### config.mk
export PLATFORM = sky130hd
export DESIGN_NAME = snake_render_engine
export DESIGN_NICKNAME = d
export VERILOG_FILES = /design/src/rtl/snake_render_engine.sv
export SDC_FILE = /design/constraint.sdc
export NUM_CORES = 1
export LEC_CHECK = 0
export CELL_PAD_IN_SITES_DETAIL_PLACEMENT = 2
export CELL_PAD_IN_SITES_GLOBAL_PLACEMENT = 2
export CORE_ASPECT_RATIO = 0.9
export CORE_MARGIN = 10
export CORE_UTILIZATION = 36
export DETAILED_ROUTE_END_ITERATION = 6
export GPL_ROUTABILITY_DRIVEN = 0
export GPL_TIMING_DRIVEN = 0
export HOLD_SLACK_MARGIN = 0.02
export PLACE_DENSITY_LB_ADDON = 0.1
export SYNTH_ARGS = -nofsm -noshare
export SYNTH_HDL_FRONTEND = slang
export SYNTH_SLANG_ARGS = --single-unit
### constraint.sdc
create_clock -name clock_25 -period 2.8 [get_ports clock_25]
set_input_delay 0.42 -clock clock_25 [delete_from_list [all_inputs] [get_ports clock_25]]
set_output_delay 0.42 -clock clock_25 [all_outputs]
set_load 0.02 [all_outputs]
### src/rtl/snake_render_engine.sv
// snake_render_engine: per-pixel figure/colour lookup for a block-based snake game.
// X/Y are split into block and in-block coordinates, and the head, body and fruit
// hits are resolved by priority. The result is registered, so every pixel output
// has one clock of latency.
// The body is held in an external memory. During the horizontal blanking before
// each block row, a three-state FSM (IDLE/SCAN/DRAIN) reads every segment and
// builds a one-row bitmap.
// Optional feature: define SNAKE_RENDER_GRID_EN to draw grid lines (colour 11)
// on background blocks at x_local == 0 or y_local == 0.
//
// Body memory read protocol: body_addr is issued in cycle n, and
// snake_body_x/snake_body_y carry that segment in cycle n+1. There is no
// stall, so one address is issued every cycle while the FSM is in SCAN.
module snake_render_engine #(
  parameter int GRID_W   = 80,
  parameter int GRID_H   = 60,
  parameter int MAX_LEN  = 64,
  parameter int N_FRUIT  = 2,
  parameter int H_ACTIVE = 640,
  localparam int LEN_W   = $clog2(MAX_LEN + 1),
  localparam int ADDR_W  = $clog2(MAX_LEN)
) (
  input  logic                   clock_25,
  input  logic                   reset,
  input  logic [9:0]             X,
  input  logic [9:0]             Y,
  input  logic [6:0]             snake_head_x,
  input  logic [6:0]             snake_head_y,
  input  logic [LEN_W-1:0]       snake_length,
  output logic [ADDR_W-1:0]      body_addr,
  input  logic [6:0]             snake_body_x,
  input  logic [6:0]             snake_body_y,
  input  logic [7*N_FRUIT-1:0]   fruit_x,
  input  logic [7*N_FRUIT-1:0]   fruit_y,
  input  logic [N_FRUIT-1:0]     fruit_valid,
  output logic [6:0]             x_block,
  output logic [6:0]             y_block,
  output logic [2:0]             x_local,
  output logic [2:0]             y_local,
  output logic                   game_area,
  output logic [1:0]             selected_figure,
  output logic [1:0]             color_data,
  output logic                   semaforo,
  output logic                   scan_overrun,
  output logic [1:0]             fsm_state
);

  localparam logic [10:0] AREA_X = 11'(8 * GRID_W);
  localparam logic [10:0] AREA_Y = 11'(8 * GRID_H);

  typedef enum logic [1:0] {
    IDLE  = 2'd0,
    SCAN  = 2'd1,
    DRAIN = 2'd2
  } state_t;

  state_t state;
  state_t state_next;

  logic [GRID_W-1:0] shadow_map;
  logic [GRID_W-1:0] display_map;
  logic [GRID_W-1:0] hit_mask;
  logic [6:0]        target_row;
  logic [6:0]        display_row;
  logic [6:0]        next_row;
  logic [LEN_W-1:0]  scan_len;
  logic              rd_valid;
  logic              trigger;
  logic              abort;
  logic              last_addr;

  logic [6:0] xb;
  logic [6:0] yb;
  logic       in_area;
  logic       head_hit;
  logic       body_hit;
  logic       fruit_hit;
  logic       grid_line;
  logic [1:0] fig_next;
  logic [1:0] col_next;

  assign semaforo  = (state != IDLE);
  assign fsm_state = state;

  // Scan control: trigger, abort, target row and last-address detection.
  always_comb begin
    trigger   = (X == 10'(H_ACTIVE)) && (Y[2:0] == 3'd7);
    abort     = (X == 10'd0);
    next_row  = (Y[9:3] >= 7'(GRID_H - 1)) ? 7'd0 : (Y[9:3] + 7'd1);
    // The MAX_LEN-1 term stops the scan even if snake_length is out of range.
    last_addr = (({{(32-ADDR_W){1'b0}}, body_addr} + 32'd1) >=
                 {{(32-LEN_W){1'b0}}, scan_len}) ||
                (body_addr == ADDR_W'(MAX_LEN - 1));
  end

  // Bitmap bits set by the segment currently returned from body memory.
  always_comb begin
    hit_mask = '0;
    for (int i = 0; i < GRID_W; i++) begin
      hit_mask[i] = (snake_body_y == target_row) && (snake_body_x == 7'(i));
    end
  end

  // FSM state register.
  always_ff @(posedge clock_25 or negedge reset) begin
    if (!reset) state <= IDLE;
    else        state <= state_next;
  end

  // FSM next-state logic. X == 0 means the visible line has started, so the scan is abandoned.
  always_comb begin
    state_next = state;
    case (state)
      IDLE:    if (trigger && (snake_length != '0)) state_next = SCAN;
      SCAN:    if (abort) state_next = IDLE;
               else if (last_addr) state_next = DRAIN;
      DRAIN:   state_next = IDLE;
      default: state_next = IDLE;
    endcase
  end

  // Scan datapath: address counter, shadow build-up, and the display copy in DRAIN.
  always_ff @(posedge clock_25 or negedge reset) begin
    if (!reset) begin
      body_addr    <= '0;
      shadow_map   <= '0;
      display_map  <= '0;
      target_row   <= '0;
      display_row  <= '0;
      scan_len     <= '0;
      rd_valid     <= 1'b0;
      scan_overrun <= 1'b0;
    end else begin
      rd_valid <= (state == SCAN) && !abort;
      case (state)
        IDLE: begin
          if (trigger) begin
            if (snake_length == '0) begin
              display_map <= '0;
            end else begin
              shadow_map <= '0;
              body_addr  <= '0;
              target_row <= next_row;
              scan_len   <= snake_length;
            end
          end
        end
        SCAN: begin
          if (abort) begin
            scan_overrun <= 1'b1;
          end else begin
            if (rd_valid) shadow_map <= shadow_map | hit_mask;
            if (!last_addr) body_addr <= body_addr + ADDR_W'(1);
          end
        end
        DRAIN: begin
          if (abort) begin
            scan_overrun <= 1'b1;
          end else begin
            // The last segment arrives in this cycle, so merge it on the way into the display map.
            display_map <= shadow_map | hit_mask;
            display_row <= target_row;
          end
        end
        default: ;
      endcase
    end
  end

  // Pixel classification: head > body > fruit > background.
  always_comb begin
    xb      = X[9:3];
    yb      = Y[9:3];
    in_area = ({1'b0, X} < AREA_X) && ({1'b0, Y} < AREA_Y);

    head_hit = (xb == snake_head_x) && (yb == snake_head_y);

    body_hit = 1'b0;
    for (int i = 0; i < GRID_W; i++) begin
      if (display_map[i] && (xb == 7'(i))) body_hit = 1'b1;
    end
    body_hit = body_hit && (yb == display_row);

    fruit_hit = 1'b0;
    for (int i = 0; i < N_FRUIT; i++) begin
      if (fruit_valid[i] && (fruit_x[7*i +: 7] == xb) && (fruit_y[7*i +: 7] == yb))
        fruit_hit = 1'b1;
    end

`ifdef SNAKE_RENDER_GRID_EN
    grid_line = (X[2:0] == 3'd0) || (Y[2:0] == 3'd0);
`else
    grid_line = 1'b0;
`endif

    fig_next = 2'b00;
    col_next = 2'b00;
    if (in_area) begin
      if (head_hit) begin
        fig_next = 2'b01;
        col_next = 2'b01;
      end else if (body_hit) begin
        fig_next = 2'b10;
        col_next = 2'b01;
      end else if (fruit_hit) begin
        fig_next = 2'b11;
        col_next = 2'b10;
      end else begin
        fig_next = 2'b00;
        col_next = grid_line ? 2'b11 : 2'b00;
      end
    end
  end

  // Pixel output register: one clock of latency from X/Y.
  always_ff @(posedge clock_25 or negedge reset) begin
    if (!reset) begin
      x_block         <= '0;
      y_block         <= '0;
      x_local         <= '0;
      y_local         <= '0;
      game_area       <= 1'b0;
      selected_figure <= 2'b00;
      color_data      <= 2'b00;
    end else begin
      x_block         <= xb;
      y_block         <= yb;
      x_local         <= X[2:0];
      y_local         <= Y[2:0];
      game_area       <= in_area;
      selected_figure <= fig_next;
      color_data      <= col_next;
    end
  end

endmodule

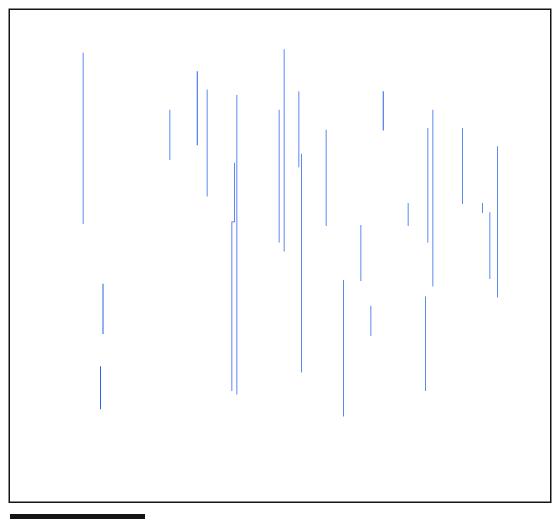
run_1/met4.png
Bar = 50 um.
nets with wire on the layer	15
share of all routed wire	2.3%
wire length on this layer	1,000 um
main direction	vertical
longest straight run	111 um
final wirelength: 43.5 mm
via count: 9,320

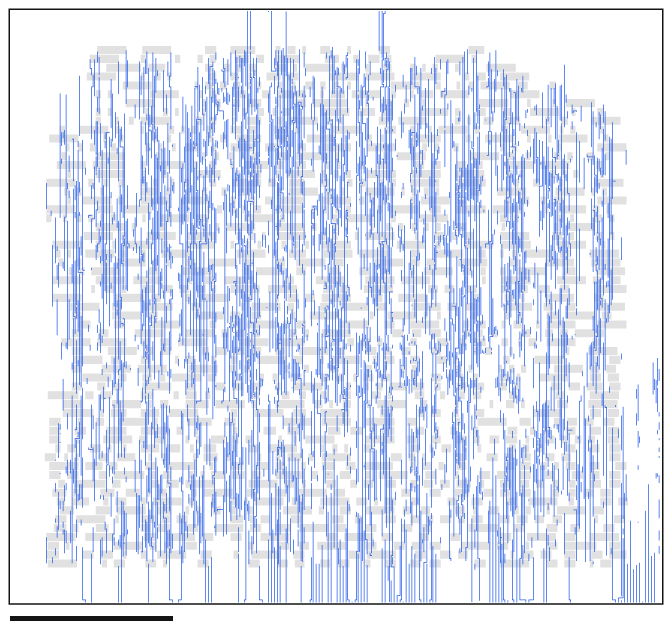
run_1/met2.png
Bar = 50 um.
wire length on this layer	20.9 mm
share of all routed wire	48%
main direction	vertical
met2 Use GR: 38.8%

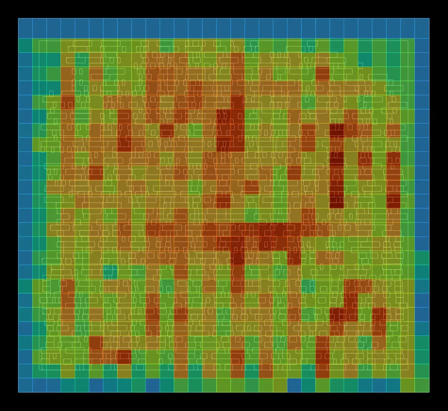
run_1/final_congestion.png
grt met1 use: 31.3%
met3 Resource Use GR: 4.05%
overall track demand over capacity in global routing: 23.4%

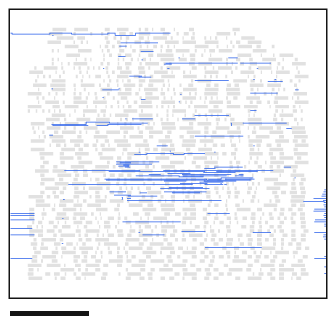
run_1/met3.png
Bar = 50 um.
nets with wire on the layer	93
share of all routed wire	4.4%
wire length on this layer	1,900 um

==> impl_metrics.json, run 1 <==
{
  "netlist_area_mm2": 0.0105,
  "grt_pass1_vias": 10306,
  "cts_setup_buffers": 12,
  "tapcell.inserted": 396,
  "irDropWorstVdd_mv": 0.415,
  "fin_skew_ns": 0.0120,
  "powerDensity_mw_per_mm2": 513,
  "ys_seq_share_pct": 51.3,
  "r2r_cells": 9,
  "drt_iter0_drc": 637,
  "intPower_w": 0.00532,
  "yosys.area.top_type": "dfrtp_1",
  "hold_viol_final": 0,
  "cts_tree": "yes",
  "antennaDiodeCount": 0,
  "tns_ns": 0,
  "wl_met3_mm": 1.90,
  "num-nonclk-inverters": 25,
  "p_total_w": 0.00705,
  "clockPowerShare_pct": 46.5,
  "wire_per_inst_um": 26.9,
  "synth_cells": 1023,
  "fin_ws_ns": 0.0639,
  "synth-edff-count": 0,
  "port_buffers": 121,
  "path_max_fanout": 10,
  "nNetsFinal": 1306,
  "seq_share_pct": 39.3,
  "synth.distinct_cells": 69,
  "p_switching_w": 0.00174,
  "cts_root_buffer": "clkbuf_16",
  "worstMarginPinSlew_ns": 1.15,
  "avgSynthCellArea_um2": 10.3,
  "ys_sh_aoi_pct": 20.2,
  "critPathRequiredTime_ns": 3.24,
  "p_clk_w": 0.00328,
  "comb_cells": 706,
  "synth_top_area_share_pct": 51.3,
  "rrSetupSlack_ns": 0.09,
  "p_seq_share_pct": 44.6,
  "grt_pass1_wl_mm": 66.3,
  "fp-utilization_pct": 36.5,
  "synthTopCellsByArea": "dfrtp_1, o2bb2ai_1, xnor2_1",
  "mux_area_share_pct": 4.23,
  "h-tree-depth": 1,
  "fin_crit_ns": 2.74,
  "slew_headroom_pct": 22.7,
  "dp_hpwl_mm": 31.5,
  "num_rows": 59,
  "power_combinational_w": 0.000628,
  "die_x_um": 200,
  "final.fill_count": 2967,
  "clkbuf_count": 36,
  "die.size.y_um": 182,
  "whs_ns": 0.0256,
  "yosys_warnings": 0,
  "busiest_layer": "met2",
  "clock_path_buffers": 3,
  "yosysMostFrequentCell": "dfrtp_1",
  "p_leak_nw": 5.55,
  "common_cells": "dfrtp_1, nand2_1, a21oi_1",
  "power_leader": "the clock network",
  "signal_buffers": 233,
  "post-route-util_pct": 47.7,
  "comb-cell-share_pct": 36.4,
  "hold_end": "x_block[2]",
  "coreArea_mm2": 0.0289,
  "endpoint": "display_map[0]",
  "worstSetupEndpointType": "flop",
  "synth.cellmix.simpleShare_pct": 13.3,
  "p_comb_share_pct": 8.9,
  "status": "complete, no violations",
  "drc": 0,
  "syn-num-nets": 1122,
  "antenna_left": 0,
  "ctsHoldBuffers": 1,
  "drive_gt1_share_pct": 16.4,
  "layout.cells.non_filler": 1620,
  "start_kind": "primary input",
  "viasPerCell": 5.75,
  "crit_type": "primary input to flop",
  "warning_count": 33,
  "regArea_mm2": 0.00541,
  "place_area_mm2": 0.0125,
  "highest_layer": "met4",
  "buffer_area_share_pct": 14.1,
  "ioPinCount": 122,
  "overflow": 0,
  "ff_type": "dfrtp_1",
  "min_path_cells": 1,
  "reg2reg_to": "display_map[5]",
  "clock_area_share_pct": 5.82,
  "largest_cell_class": "flip-flops and latches",
  "maxCapViolCount": 0,
  "cp_data_arrival_time_ns": 3.18,
  "dieArea_mm2": 0.0365,
  "grt_max_degree": 115,
  "hold_path.class": "primary input to flop",
  "async_flop_share_pct": 100,
  "setup_viol": 0,
  "design_area_mm2": 0.0138,
  "post-place-ws_ns": -1.49,
  "numCtsBuffers": 25,
  "swShare_pct": 24.6,
  "cts_resized": 64,
  "insertion_delay_ns": 0.53,
  "ff_count": 216,
  "r2r_start": "target_row[3]",
  "ys_cells": 1023,
  "yosys_area_mm2": 0.0105,
  "ys_sh_xor_pct": 5.32,
  "worst_hold_startpoint": "X[5]",
  "wl_met2_mm": 20.9,
  "ys_ff": 216,
  "met1_length_mm": 19.7,
  "slew_violations": 0,
  "mi_logic_area_mm2": 0.00501,
  "synth.logic.top_family": "AND-OR/OR-AND gates",
  "fin_crit_sh_pct": 97.7,
  "antenna_found_initial": 0,
  "ys_sh_adder_pct": 1.43,
  "startpoint": "X[3]",
  "seq_power_w": 0.00315,
  "clk_pin_slew_ns": 0.06,
  "dr.pass1.iters": 4,
  "dp.cells": 1553,
  "syn_to_final_growth_pct": 30.6,
  "fmax_mhz": 365,
  "clkSinkCount": 216
}
run 1: placed cells by master (no fill, tap or decap), drive strengths merged, types with 29 or more instances in the layout:
master	Yosys	final
clkdlybuf4s50	0	110
dfrtp	216	216
o2bb2ai	80	80
o21ai	77	77
clkbuf	58	98
xnor2	55	55
nor4	29	29
a21oi	89	89
nand2	106	106
buf	18	55
run 1: registers in the layout (all words and copies together), names as in the netlist, 3 cells and up:
signal,cells
y_local,3
scan_len,7
x_block,7
shadow_map,80
target_row,7
display_row,7
x_local,3
y_block,7
display_map,80
body_addr,6
run 1: worst max-delay path, stage by stage:
cell,delay [ns]
dlygate4sd2_1,0.27
or4_4,0.55
or4_4,0.57
o21ai_0,0.40
nand3_2,0.33
clkbuf_1,0.37
o2bb2ai_1,0.25
run_1/met1.png
Bar = 50 um.
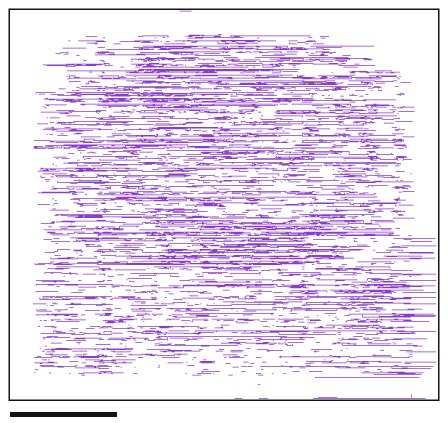

==> run 2, diff against run 1 <==
GPL_TIMING_DRIVEN = not set   (was 0)
SETUP_SLACK_MARGIN = 0.15   (was not set)
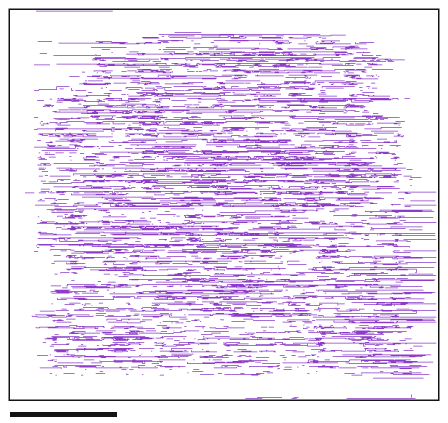
run_2/met1.png
Bar = 50 um.
nets with wire on the layer	1,253
main direction	horizontal
wire length on this layer	20.4 mm
longest straight run	75.4 um
final wirelength: 41.7 mm
grt met1 use: 32.4%

==> run 2 against run 1 <==
Compared with the run above: global-route usage fell by 1.0 points; first-iteration DRC count rose by 11%; area after synthesis is the same; fmax is 4.2% higher; via count shrank 1.6%; routed wire length is 4.2% lower; critical path type unchanged.
==> impl_metrics.json, run 2 <==
{
  "status": "complete, no violations",
  "ys_seq_share_pct": 51.3,
  "synth_cells": 1023,
  "yosys.area.top_type": "dfrtp_1",
  "lay_top_count": "dfrtp_1",
  "irDropWorstVdd_mv": 0.463,
  "slew_headroom_pct": 52.1,
  "dieArea_mm2": 0.0365,
  "fin_crit_sh_pct": 93.7,
  "design_area_mm2": 0.0138,
  "place_area_mm2": 0.0128,
  "crit_path_top_delay_cell": "or4_4",
  "crit_chain": "clkdlybuf4s50_1, or4_4, or4_4, or3b_4, buf_6, a22oi_2, buf_6, mux2i_2",
  "drt_iter0_drc": 706,
  "ys_cells": 1023,
  "fin_crit_ns": 2.62,
  "h-tree-depth": 1,
  "yosys_warnings": 0,
  "critPathRequiredTime_ns": 3.25,
  "mux_area_share_pct": 4.23,
  "mi_logic_area_mm2": 0.00486,
  "start_kind": "primary input",
  "dr.pass1.iters": 5,
  "warning_count": 30,
  "viasPerCell": 5.66,
  "wl_met2_mm": 19.0,
  "ctsHoldBuffers": 1,
  "num_vias": 9167,
  "seq_power_w": 0.00315,
  "syn-num-nets": 1122,
  "fin_ws_ns": 0.175,
  "setup_viol": 0,
  "dp_hpwl_mm": 29.0,
  "ioPinCount": 122,
  "grt_max_degree": 65,
  "p_clk_w": 0.00326,
  "insertion_delay_ns": 0.54,
  "maxCapViolCount": 0,
  "power_leader": "the clock network",
  "clkSinkCount": 216,
  "common_cells": "dfrtp_1, nand2_1, a21oi_1",
  "slew_violations": 0,
  "ys_ff": 216,
  "powerDensity_mw_per_mm2": 510,
  "swShare_pct": 24.2,
  "p_total_w": 0.00706,
  "cp_top_family": "simple AND/OR/NAND/NOR gates",
  "antenna_left": 0,
  "largestRegisters": "display_map x80, shadow_map x80",
  "ff_type": "dfrtp_1",
  "fin_skew_ns": 0.0109,
  "clk_pin_slew_ns": 0.06,
  "synth.cellmix.simpleShare_pct": 13.3,
  "crit_type": "primary input to flop",
  "async_flop_share_pct": 100,
  "antennaDiodeCount": 0,
  "nNetsFinal": 1306,
  "synth_top_area_share_pct": 51.3,
  "clock_path_buffers": 3,
  "use_met3_pct": 2.94,
  "synthTopCellsByArea": "dfrtp_1, o2bb2ai_1, xnor2_1",
  "cts_setup_buffers": 6,
  "fp-utilization_pct": 36.5,
  "p_switching_w": 0.00171,
  "wire_per_inst_um": 25.7,
  "layout.cells.non_filler": 1619,
  "power_combinational_w": 0.000654,
  "wl_met3_mm": 1.59,
  "busiest_layer": "met2",
  "p_seq_share_pct": 44.6,
  "dp.cells": 1568,
  "cts_tree": "yes",
  "path_max_fanout": 5,
  "highest_layer": "met4",
  "drive_gt1_share_pct": 17.7,
  "post-place-ws_ns": -0.609,
  "ys_sh_xor_pct": 5.32,
  "p_comb_share_pct": 9.3,
  "hold_viol_final": 0,
  "intPower_w": 0.00535,
  "crit_buf_inv": 3,
  "hold_path.class": "primary input to flop",
  "synth-edff-count": 0,
  "ys_sh_aoi_pct": 20.2,
  "cts_root_buffer": "clkbuf_16",
  "netlist_area_mm2": 0.0105,
  "cp_data_arrival_time_ns": 3.07,
  "coreArea_mm2": 0.0289,
  "worstMarginPinSlew_ns": 0.709,
  "overflow": 0,
  "final.fill_count": 3014,
  "synth.logic.top_family": "AND-OR/OR-AND gates",
  "p_leak_nw": 5.66,
  "regArea_mm2": 0.00541,
  "grt_pass1_wl_mm": 65.0,
  "drc": 0,
  "fmax_mhz": 381,
  "avgSynthCellArea_um2": 10.3,
  "ys_sh_adder_pct": 1.43,
  "grt_pass1_vias": 10056,
  "syn_to_final_growth_pct": 31.3,
  "numCtsBuffers": 25,
  "die.size.y_um": 182,
  "cts_resized": 22,
  "die_x_um": 200,
  "yosys_area_mm2": 0.0105,
  "tns_ns": 0,
  "synth.distinct_cells": 69,
  "grt_use_total_pct": 22.4,
  "final_cell_mix": "dfrtp_1, clkdlybuf4s50_1, nand2_1, buf_4, a21oi_1",
  "num_rows": 59,
  "met1_length_mm": 20.4,
  "grtUsageMet2_pct": 35.3,
  "port_buffers": 121,
  "slowest_delay_ns": 0.52
}
[run 2: cell counts after synthesis]
Identical to the previous run, type by type.
[run 2: final cells by class]
cell class	instances	share of cell area (%)
Timing Repair Buffer	233	15.7
Clock buffer	38	5.46
Clock inverter	5	0.362
Inverter	25	0.679
Multi-Input combinational cell	706	35.2
Sequential cell	216	39.1
Tap cell	396	3.58
[run 2: worst paths after layout]
path / slack [ns] / to / start / cells after the start
setup reg to reg: 0.23 / body_addr[1] / body_addr[0] / 11
max in group asynchronous: 1.62 / display_map[28] / reset / 3
hold / removal: 0.30 / x_local[0] / X[0] / 2
min in group asynchronous: 0.45 / y_block[2] / reset / 2
hold reg to reg: 0.48 / shadow_map[26] / shadow_map[26] / 2
setup / recovery: 0.18 / body_addr[1] / X[5] / 8
run_2/met3.png
Bar = 50 um.
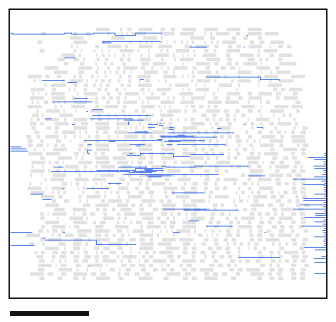

==> run 3, diff against run 2 <==
MAX_ROUTING_LAYER = met4   (was not set)
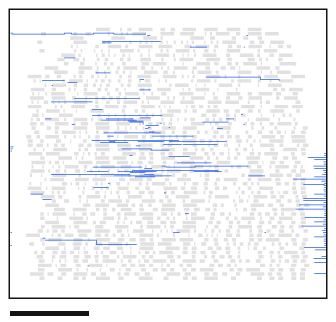
run_3/met3.png
Bar = 50 um.
wire length on this layer	1,450 um
main direction	horizontal
share of all routed wire	3.5%
nets with wire on the layer	95
longest straight run	54.1 um

==> run 3 against run 2 <==
Compared with the run above: fmax is 0.10% lower; synthesized cell count stayed put; hold slack worse by 0.0057 ns.
==> impl_metrics.json, run 3 <==
{
  "power_combinational_w": 0.000653,
  "wl_met3_mm": 1.45,
  "netlist_area_mm2": 0.0105,
  "coreArea_mm2": 0.0289,
  "crit_type": "primary input to flop",
  "status": "complete, no violations",
  "num_vias": 9121,
  "maxCapViolCount": 0,
  "antennaDiodeCount": 0,
  "crit_path_top_delay_cell": "or4_4",
  "mux_area_share_pct": 4.23,
  "setup_viol": 0,
  "ys_cells": 1023,
  "fin_crit_sh_pct": 93.8,
  "synth_top_area_share_pct": 51.3,
  "ys_sh_adder_pct": 1.43,
  "slowest_delay_ns": 0.52,
  "swShare_pct": 24.2,
  "p_total_w": 0.00706,
  "p_seq_share_pct": 44.6,
  "fmax_mhz": 381,
  "synth.cellmix.simpleShare_pct": 13.3,
  "p_clk_w": 0.00326,
  "power_leader": "the clock network",
  "yosys.area.top_type": "dfrtp_1",
  "drive_gt1_share_pct": 17.7,
  "numCtsBuffers": 25,
  "layout.cells.non_filler": 1619,
  "clkSinkCount": 216,
  "num_rows": 59,
  "ys_ff": 216,
  "fp-utilization_pct": 36.5,
  "largestRegisters": "display_map x80, shadow_map x80",
  "h-tree-depth": 1,
  "intPower_w": 0.00535,
  "cp_top_family": "simple AND/OR/NAND/NOR gates",
  "r2r_cells": 11,
  "yosys_warnings": 0,
  "irDropWorstVdd_mv": 0.462,
  "yosysMostFrequentCell": "dfrtp_1",
  "post-place-ws_ns": -0.609,
  "syn_to_final_growth_pct": 31.3,
  "powerDensity_mw_per_mm2": 510,
  "die_x_um": 200,
  "ys_sh_xor_pct": 5.32,
  "final.fill_count": 3014,
  "cts_resized": 22,
  "die.size.y_um": 182,
  "path_max_fanout": 5,
  "dp_hpwl_mm": 29.0,
  "cts_tree": "yes",
  "fin_skew_ns": 0.00939,
  "design_area_mm2": 0.0138,
  "p_switching_w": 0.00170,
  "grt_pass1_wl_mm": 65.1,
  "final_cell_mix": "dfrtp_1, clkdlybuf4s50_1, nand2_1, buf_4, a21oi_1",
  "clk_pin_slew_ns": 0.06,
  "crit_cells": 8,
  "synth-edff-count": 0,
  "antenna_found_initial": 0,
  "cts_root_buffer": "clkbuf_16",
  "common_cells": "dfrtp_1, nand2_1, a21oi_1",
  "slew_headroom_pct": 54.0,
  "slew_violations": 0,
  "grt_pass1_vias": 10056,
  "tns_ns": 0,
  "viasPerCell": 5.63,
  "ys_sh_aoi_pct": 20.2,
  "hold_path.class": "primary input to flop",
  "insertion_delay_ns": 0.53,
  "busiest_layer": "met2",
  "highest_layer": "met4",
  "lay_top_count": "dfrtp_1",
  "synth_cells": 1023,
  "port_buffers": 121,
  "seq_power_w": 0.00315,
  "whs_ns": 0.292,
  "start_kind": "primary input",
  "grt_max_degree": 65,
  "cp_data_arrival_time_ns": 3.07,
  "crit_chain": "clkdlybuf4s50_1, or4_4, or4_4, or3b_4, buf_6, a22oi_2, buf_6, mux2i_2",
  "ys_seq_share_pct": 51.3,
  "worstSetupEndpointType": "flop",
  "cts_setup_buffers": 6,
  "ff_type": "dfrtp_1",
  "avgSynthCellArea_um2": 10.3,
  "p_leak_nw": 5.66,
  "grt_use_total_pct": 23.0,
  "synth.logic.top_family": "AND-OR/OR-AND gates"
}
run 3: final cells by class:
class | instances | area, um2 | share of cell area (%)
clock inverters | 5 | 50.0 | 0.362
multi-input cells | 706 | 4860 | 35.2
flip-flops and latches | 216 | 5410 | 39.1
inverters | 25 | 93.8 | 0.679
clock buffers | 38 | 754 | 5.46
repair buffers | 233 | 2170 | 15.7
well taps | 396 | 495 | 3.58
run 3: final timing paths:
check | slack, ns | from | end
worst max-delay path | 0.17 | X[5] | body_addr[5]
worst max register to register | 0.23 | body_addr[0] | body_addr[5]
max in group asynchronous | 1.62 | reset | display_map[78]
worst min-delay path | 0.29 | X[0] | x_local[0]
min in group asynchronous | 0.45 | reset | y_block[2]
worst min register to register | 0.48 | shadow_map[26] | shadow_map[26]
